==> config.mk <==
export PLATFORM = sky130hd
export DESIGN_NAME = acc_bank_ctrl
export DESIGN_NICKNAME = d
export VERILOG_FILES = /design/src/rtl/acc_bank_ctrl.sv
export SDC_FILE = /design/constraint.sdc
export NUM_CORES = 1
export LEC_CHECK = 0
export ABC_CLOCK_PERIOD_IN_PS = 3140
export CAP_MARGIN = 20
export CELL_PAD_IN_SITES_DETAIL_PLACEMENT = 1
export CELL_PAD_IN_SITES_GLOBAL_PLACEMENT = 1
export CORE_AREA = 4 4 271 273
export DETAILED_ROUTE_END_ITERATION = 8
export DIE_AREA = 0 0 275 277
export PLACE_DENSITY_LB_ADDON = 0.1
export SETUP_SLACK_MARGIN = 0.3
export SYNTH_ARGS = -nofsm -noshare
export SYNTH_HDL_FRONTEND = slang
export SYNTH_SLANG_ARGS = --single-unit
==> constraint.sdc <==
create_clock -name clk -period 3.14 [get_ports clk]
set_input_delay 0.314 -clock clk [delete_from_list [all_inputs] [get_ports clk]]
set_output_delay 0.314 -clock clk [all_outputs]
set_load 0.02 [all_outputs]
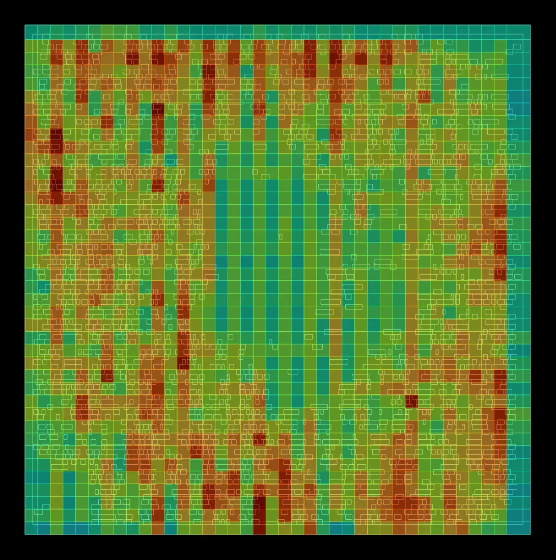
**Above:** routing congestion map.
total track usage: 20.5%
met1 global-route usage: 24.2%
post-layout util: 33.0%

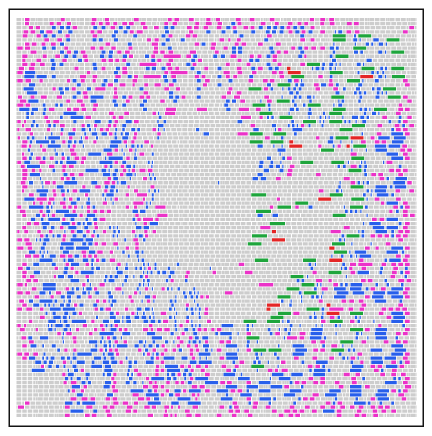
**Above:** cells colored by class.
Drawn at 1.5 px/um. Fill, decap, tap and diode cells in gray.
- magenta: other buffers and delay cells (cells 952; share of their area 41%)
- green: flip-flops (cells 79; share of their area 9.0%)
- red: clock drivers and dummy loads (cells 16; share of their area 1.3%)
- blue: all other logic (cells 1176; share of their area 49%)
FP Rows: 98
core area: 71100 sq um

==> results_dict.tcl <==
# place-and-route summary
set metrics [dict create \
    status "finished clean" \
    use_met3_pct 5.53 \
    busiest_layer "met2" \
    r2r_slack_ns 0.55 \
    fp_util_pct 16.7 \
    synth-edff-count 0 \
    ir_drop_mv 0.269 \
    criticalPathCategory "in2out" \
    cts.sinks 79 \
    ant_nets 0 \
    cp_num_buf_inv 4 \
    syn_to_final_growth_pct 97.3 \
    common_cells "a22o_1 (140), o22ai_1 (125), mux4_2 (96), clkbuf_1 (88), inv_1 (88)" \
    dr.pass1.iters 7 \
    clockBufferDepth 2 \
    power.density_nw_per_um2 569 \
    min_period_over_period_pct 92.2 \
    rsz0062_at_grt "yes" \
    most_common_cell "a22o_1" \
    hold_viol_final 0 \
    cts_setup_buffers 38 \
    worstPathMaxFanout 4 \
    timing.final.crit_period_ns 2.89 \
    holdWs_ns 0.0384 \
    netlist.area_leader.share_pct 18.2 \
    critical_path.max_stage_delay_ns 0.44 \
    max_freq_mhz 345 \
]
==> cell usage in the layout, fill, tap and decap left out, drive strengths merged, types with 18 or more instances in the layout <==
cell type      instances
mux4                  96
nand2                 61
ha                    61
clkdlybuf4s50        392
xor2                  62
a21oi                 48
nor2                  87
clkbuf                18
xnor2                 21
nor3                  21
dfrtp                 79
o22ai                126
a22o                 140
buf                  336
o21ai                 67
inv                   93
and3                  21
dlygate4sd2          131
dlymetal6s2s          51
and2                  71
nand4                 23
a22oi                 19
clkdlybuf4s15         29
==> worst reg2reg max path: stages, from the launching register on <==
cell	delay [ns]
dfrtp_1	0.47
ha_1	0.35
and2_1	0.20
and4_1	0.28
and4_4	0.24
a21boi_4	0.14
buf_4	0.30
nand2_4	0.09
or3_1	0.31
a21oi_1	0.15
==> logic make-up after synthesis <==
logic type | share of synthesized area, %
adders and majority gates | 7.26
muxes | 19.0
buffers and inverters | 6.46
AOI/OAI and AO/OA | 29.3
DFF | 16.6
and+or+nand+nor | 15.1
xor gates and xnor gates | 6.18
==> final cells by class <==
type	count	area [sq um]	share of cell area, %
tap	950	1190	5.07
sequential	79	2000	8.51
inverter	89	342	1.46
antenna	12	30.0	0.128
clock buffer	9	225	0.960
multi-input combinational	1087	10500	44.7
clock inverter	7	61.3	0.261
timing repair buffer	952	9120	38.9
==> power breakdown <==
group / internal (W) / switching (W)
sequential: 0.00123 / 0.000245
combinational: 0.00494 / 0.00588
clock: 0.000551 / 0.000492
total: 0.00672 / 0.00662
==> per-stage QoR <==
stage	std cells	cell area, sq um
2_1_floorplan	1361	11900
3_3_place_gp	3101	21300
3_5_place_dp	3101	21300
4_1_cts	3162	22700
5_1_grt	3179	23400
6_report	3185	23500
Power figures rest on the tool's default switching activity, not on a simulated workload.
